**Run 1: floorplan with the power grid**

Pins as bars on the die edge.
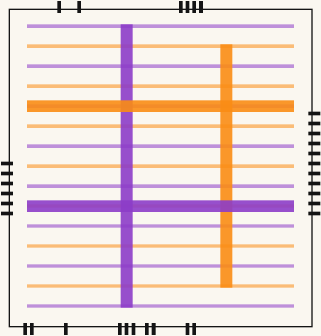
**Run 1: cell classes on the final placement**

Bar = 10 um.
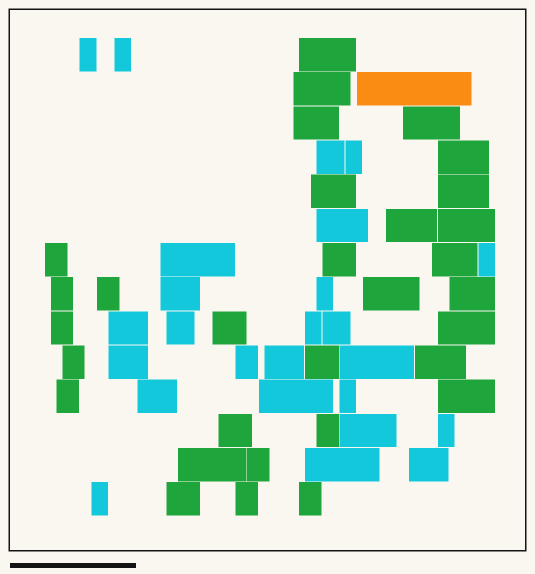
**Run 1: clock network drawn from the DEF**

Bar = 10 um.
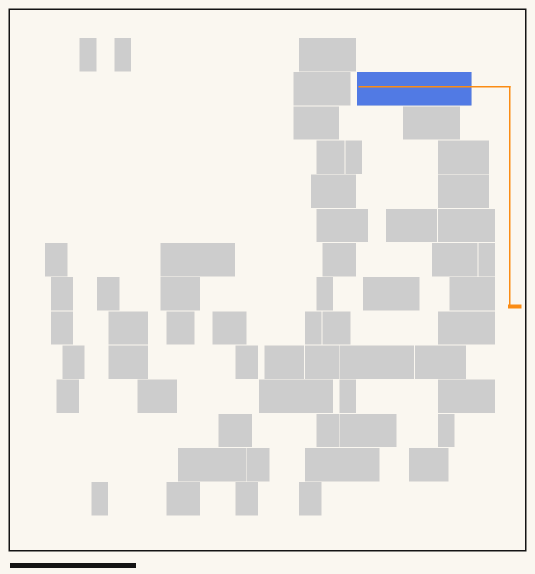
**Run 1: metal layers overlaid**

Only two layers are drawn.
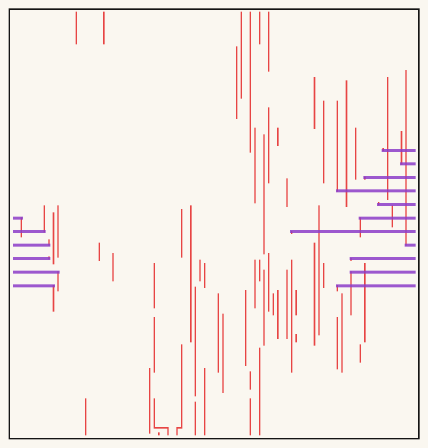
===== src/rtl/hazard_pkg.sv =====
// Shared types and constants for the pipeline hazard controller.
package hazard_pkg;

    localparam int CNT_W = 4;
    localparam logic [4:0] REG_ZERO = 5'd0;

    typedef enum logic [1:0] {
        RUN      = 2'd0,
        STALL_LU = 2'd1,
        STALL_MD = 2'd2
    } state_t;

    localparam logic [1:0] CAUSE_NONE = 2'b00;
    localparam logic [1:0] CAUSE_LU   = 2'b01;
    localparam logic [1:0] CAUSE_MD   = 2'b10;
    localparam logic [1:0] CAUSE_BOTH = 2'b11;

endpackage


===== src/rtl/md_busy_timer.sv =====
// Mult/div busy down-counter: start loads LOAD_VAL, then counts down to 0 and holds there.
module md_busy_timer
    import hazard_pkg::*;
#(
    parameter logic [CNT_W-1:0] LOAD_VAL = CNT_W'(5)
) (
    input  logic clk,
    input  logic reset,
    input  logic start,
    output logic busy
);

    logic [CNT_W-1:0] cnt;

    // A start while already busy restarts the full latency rather than adding to it.
    always_ff @(posedge clk or posedge reset) begin
        if (reset) begin
            cnt <= '0;
        end else if (start) begin
            cnt <= LOAD_VAL;
        end else if (cnt != '0) begin
            cnt <= cnt - 1'b1;
        end
    end

    assign busy = (cnt != '0);

endmodule


===== src/rtl/hazard_stall_ctrl.sv =====
// Load-use / mult-div hazard detection, stall and redirect gating for the 5-stage pipeline.
// Define HAZARD_MD_EN to compile in the mult/div busy timer and its stall path.
//
// state    | meaning
// RUN      | no hazard seen last cycle
// STALL_LU | last cycle stalled on a load-use hazard
// STALL_MD | last cycle stalled on a busy mult/div unit
module hazard_stall_ctrl
    import hazard_pkg::*;
#(
    parameter int MD_LAT = 5
) (
    input  logic       clk,
    input  logic       reset,
    input  logic [4:0] id_rs,
    input  logic [4:0] id_rt,
    input  logic       id_uses_rs,
    input  logic       id_uses_rt,
    input  logic       id_is_md,
    input  logic       id_branch_taken,
    input  logic [4:0] ex_rd,
    input  logic       ex_is_load,
    input  logic       md_start,
    output logic       pc_hold,
    output logic       ifid_hold,
    output logic       idex_flush,
    output logic       ifid_flush,
    output logic       redirect_ok,
    output logic       md_busy,
    output logic [1:0] stall_cause,
    output state_t     state
);

    logic   load_use;
    logic   md_hz;
    logic   stall;
    state_t state_nxt;

    assign load_use = ex_is_load && (ex_rd != REG_ZERO) &&
                      ((id_uses_rs && (id_rs == ex_rd)) ||
                       (id_uses_rt && (id_rt == ex_rd)));

`ifdef HAZARD_MD_EN
    md_busy_timer #(
        .LOAD_VAL(CNT_W'(MD_LAT))
    ) u_md_busy_timer (
        .clk   (clk),
        .reset (reset),
        .start (md_start),
        .busy  (md_busy)
    );

    assign md_hz = id_is_md && md_busy;
`else
    logic unused_md;
    assign unused_md = ^{md_start, id_is_md, MD_LAT[0]};
    assign md_busy   = 1'b0;
    assign md_hz     = 1'b0;
`endif

    assign stall = load_use || md_hz;

    always_ff @(posedge clk or posedge reset) begin
        if (reset) begin
            state <= RUN;
        end else begin
            state <= state_nxt;
        end
    end

    always_comb begin
        state_nxt = RUN;
        if (md_hz) begin
            state_nxt = STALL_MD;
        end else if (load_use) begin
            state_nxt = STALL_LU;
        end
    end

    // A stall suppresses any redirect; the branch re-resolves once ID is released.
    always_comb begin
        pc_hold     = 1'b0;
        ifid_hold   = 1'b0;
        idex_flush  = 1'b0;
        ifid_flush  = 1'b0;
        redirect_ok = 1'b0;
        if (stall) begin
            pc_hold    = 1'b1;
            ifid_hold  = 1'b1;
            idex_flush = 1'b1;
        end else if (id_branch_taken) begin
            ifid_flush  = 1'b1;
            redirect_ok = 1'b1;
        end

        if (md_hz && load_use) begin
            stall_cause = CAUSE_BOTH;
        end else if (md_hz) begin
            stall_cause = CAUSE_MD;
        end else if (load_use) begin
            stall_cause = CAUSE_LU;
        end else begin
            stall_cause = CAUSE_NONE;
        end
    end

endmodule


===== config.mk =====
export PLATFORM = sky130hd
export DESIGN_NAME = hazard_stall_ctrl
export DESIGN_NICKNAME = d
export VERILOG_FILES = /design/src/rtl/hazard_pkg.sv /design/src/rtl/md_busy_timer.sv /design/src/rtl/hazard_stall_ctrl.sv
export SDC_FILE = /design/constraint.sdc
export NUM_CORES = 1
export LEC_CHECK = 0
export CAP_MARGIN = 25
export CORE_AREA = 2 2 39 41
export DETAILED_ROUTE_END_ITERATION = 16
export DIE_AREA = 0 0 41 43
export SETUP_SLACK_MARGIN = 0.2
export SKIP_CTS_REPAIR_TIMING = 1
export SLEW_MARGIN = 20
export SYNTH_ARGS = -nofsm -noshare
export SYNTH_HDL_FRONTEND = slang
export SYNTH_HIERARCHICAL = 1
export SYNTH_SLANG_ARGS = --single-unit

===== constraint.sdc =====
create_clock -name clk -period 2.63 [get_ports clk]
set_clock_uncertainty 0.1 [all_clocks]
set_input_delay 0.789 -clock clk [delete_from_list [all_inputs] [get_ports clk]]
set_output_delay 0.789 -clock clk [all_outputs]
set_load 0.005 [all_outputs]

==> flow_summary.ini, run 1 <==
; synthesis and place-and-route metrics
[floorplanning]
die-area_sq_um = 1760
ios = 33
fp_util_pct = 16.5
rows = 14

[power]
top_power_group = combinational logic
power_frac_comb_pct = 80.1
leakage_nw = 0.316
p_int_w = 0.0000580
powerSeq_w = 0.0000160
powerDensity_nw_per_um2 = 155
p_sw_share_pct = 28.2
p_sw_w = 0.0000227
seqPwrFrac_pct = 19.9

[setup_path]
critPathBufInv = 3
crit_path_end_kind = output port
worstSetupStartpointType = primary input
slowest_delay_ns = 0.22
cp-startpoint = ex_rd[4]
cp.depth = 7
critPathArrivalTime_ns = 1.77
critPathKind = in -> out
crit_required_ns = 1.74
cp_max_fo = 3

[global_route]
met3_usage_pct = 0
grt-ovfl-total = 0
grt_use_met2_pct = 14.4
antenna_found_initial = 0
grt_pass1_wl_um = 924
grt-busiest-layer = met2
grt_pass1_vias = 245

[synth]
ys_seq_share_pct = 11.0
ys_warn_count = 6
syn_area_sq_um = 228
mux_share_pct = 0
top_cells_by_count = xnor2_1 (10), buf_4 (7), nand2_1 (3)
yosys_cells = 31
top_cell_area_share_pct = 38.5
ys_ff = 1
flop_cell = dfrtp_1
top_logic_kind = XOR/XNOR gates
fa_ha_area_share_pct = 0
simple_gate_area_share_pct = 17.0
aoi_share_pct = 5.49
synthArstFlopShare_pct = 100
top_cell = xnor2_1

[flow_run]
cap_violations = 0

[outcome]
status = finished, violations left
violations = negative setup slack

[finish]
diodes = 0
top_regs = state: 1 flops
biggestCellCategory = non-clock buffers
logic_gates = 23
mi_logic_area_sq_um = 191
fin_cells = 73
fillerInstances = 167
lay_top_cells = clkbuf_2 (10), dlymetal6s2s_1 (7), xnor2_1 (6)
layout.nets = 82
comb_share_pct = 36.9
drive_gt1_share_pct = 45.6
final_util_pct = 37.5
inverters = 2
layout_top_cell = clkbuf_2
syn_to_final_growth_pct = 128
largest_register_ffs = 1
seq_share_pct = 4.82

[timing]
slew_viol_final = 0
fin_ws_ns = -0.0337
hold_viol = 0
fin_tns_setup_ns = -0.0883
whs_ns = 0.837
rsz0062_at_grt = true
setup_viol = 4
fin_crit_ns = 2.66

[placement]
gp_congestion = 0.647
placed_area_sq_um = 500
dp.cells = 72

[routing]
ant_nets = 0
drc = 0
dr.first_iter.drc_count = 2
wl_met3_um = 78
routed.top_layer = met3
via_per_inst = 3.95
Notes on 'floorplan with the power grid' above:
orange -> VDD
purple -> VSS
met4 straps = 2
rows = 14
met5 straps = 2
peak supply drop: 0.0000462 V
core area: 1380 sq um
Die Ht: 43 um
Die Wd: 41 um

Notes on 'cell classes on the final placement' above:
orange -> flops  # cells 1, share of their area 5.0%
cyan -> combinational and other logic  # cells 25, share of their area 40%
green -> other buffers and delay cells  # cells 31, share of their area 55%

Notes on 'clock network drawn from the DEF' above:
orange -> clock wires  # length 30.3 um
blue -> flip-flops  # count 1
routed clock nets = 1
power share of the clock group: 0%
P_clk: 0 W

Notes on 'metal layers overlaid' above:
purple -> metal 3  # wire length 78.4 um
red -> metal 2  # wire length 394 um
via count: 288
routed wire length: 716 um
gr usage total: 7.09%
WL/cell: 9.81 um

==> run 1 -> run 2 <==
Clock period 2.63 ns to 2.5 ns, I/O delays scaled along.
**Run 2: clock network drawn from the DEF**

Bar = 10 um.
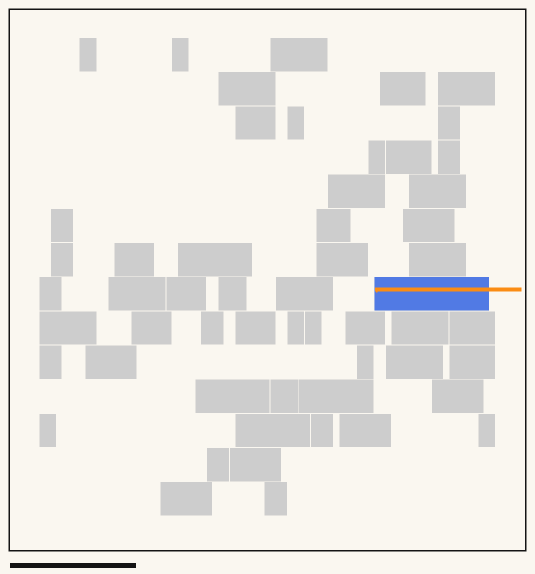
blue -> flip-flops  # count 1
orange -> clock wires  # length 11.6 um
routed clock nets = 1

**Run 2: clock wiring as the flow saved it**

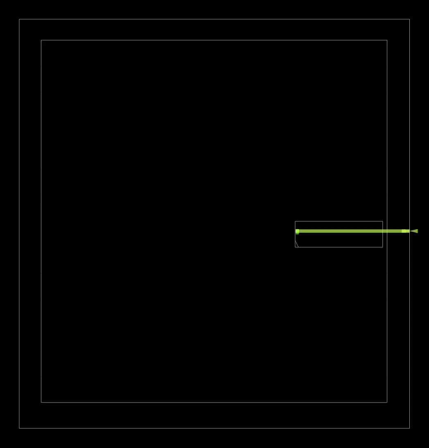
Flops: 1

==> run 2 against run 1 <==
Net effect:
- the flow still finishes with violations (negative setup slack)
- total power is 3.6% higher
- sequential cell count unchanged
- via count shrank 5.2%
- sequential power up 5%
- design area is 0.72% higher
- final cell count down 2.7%
- critical path type unchanged
- largest power group unchanged
==> flow_summary.ini, run 2 <==
; synthesis and place-and-route metrics
[routing]
routed.top_layer = met3
drt-total-wl_um = 680
wl_met3_um = 96
vias = 273
dr.first_iter.drc_count = 1
wl_per_cell_um = 9.58
ant_nets = 0

[setup_path]
worstSetupStartpointType = primary input
critPathBufInv = 3
cp_max_fo = 4
crit_path_end_kind = output port
cp.depth = 7
critPathArrivalTime_ns = 1.70
cp-startpoint = ex_rd[2]
slowest_delay_ns = 0.22
crit_required_ns = 1.65

[synth]
top_cell_area_share_pct = 38.5
top_cell = xnor2_1
fa_ha_area_share_pct = 0
ys_ff = 1
simple_gate_area_share_pct = 17.0
mux_share_pct = 0
yosys_cells = 31
top_cells_by_count = xnor2_1 (10), buf_4 (7), nand2_1 (3)
top_logic_kind = XOR/XNOR gates
flop_cell = dfrtp_1
synthArstFlopShare_pct = 100

[placement]
placed_area_sq_um = 500
gp_congestion = 0.642
dp.cells = 69

[global_route]
met3_usage_pct = 0
grt_use_met2_pct = 11.6
grt_pass1_wl_um = 855
grt.total_usage_pct = 6.49
antenna_found_initial = 0
grt_pass1_vias = 215

[timing]
hold_viol = 0
whs_ns = 0.801
fin_tns_setup_ns = -0.0714
rsz0062_at_grt = true
fin_ws_ns = -0.0550
setup_viol = 4

[floorplanning]
tapCellCount = 16
die_x_um = 41
core_sq_um = 1380
die_h_um = 43
rows = 14
fp_util_pct = 16.5
ios = 33
die-area_sq_um = 1760

[finish]
seq_share_pct = 4.78
top_regs = state: 1 flops
syn_to_final_growth_pct = 130
biggestCellCategory = non-clock buffers
logic_gates = 23
inverters = 2
lay_top_cells = dlymetal6s2s_1 (9), clkbuf_2 (9), xnor2_1 (6), buf_6 (6)
fillerInstances = 152
comb_share_pct = 37.8
layout.nets = 80
diodes = 0

[outcome]
status = finished, violations left
violations = negative setup slack

[power]
p_sw_share_pct = 28.2
powerDensity_nw_per_um2 = 160
power_frac_comb_pct = 79.9
leakage_nw = 0.332
p_sw_w = 0.0000236
ir_worst_vdd_v = 0.0000603
p_clk_w = 0
top_power_group = combinational logic
p_int_w = 0.0000600

[flow_run]
cap_violations = 0
Power is estimated from default activity; no workload was simulated.
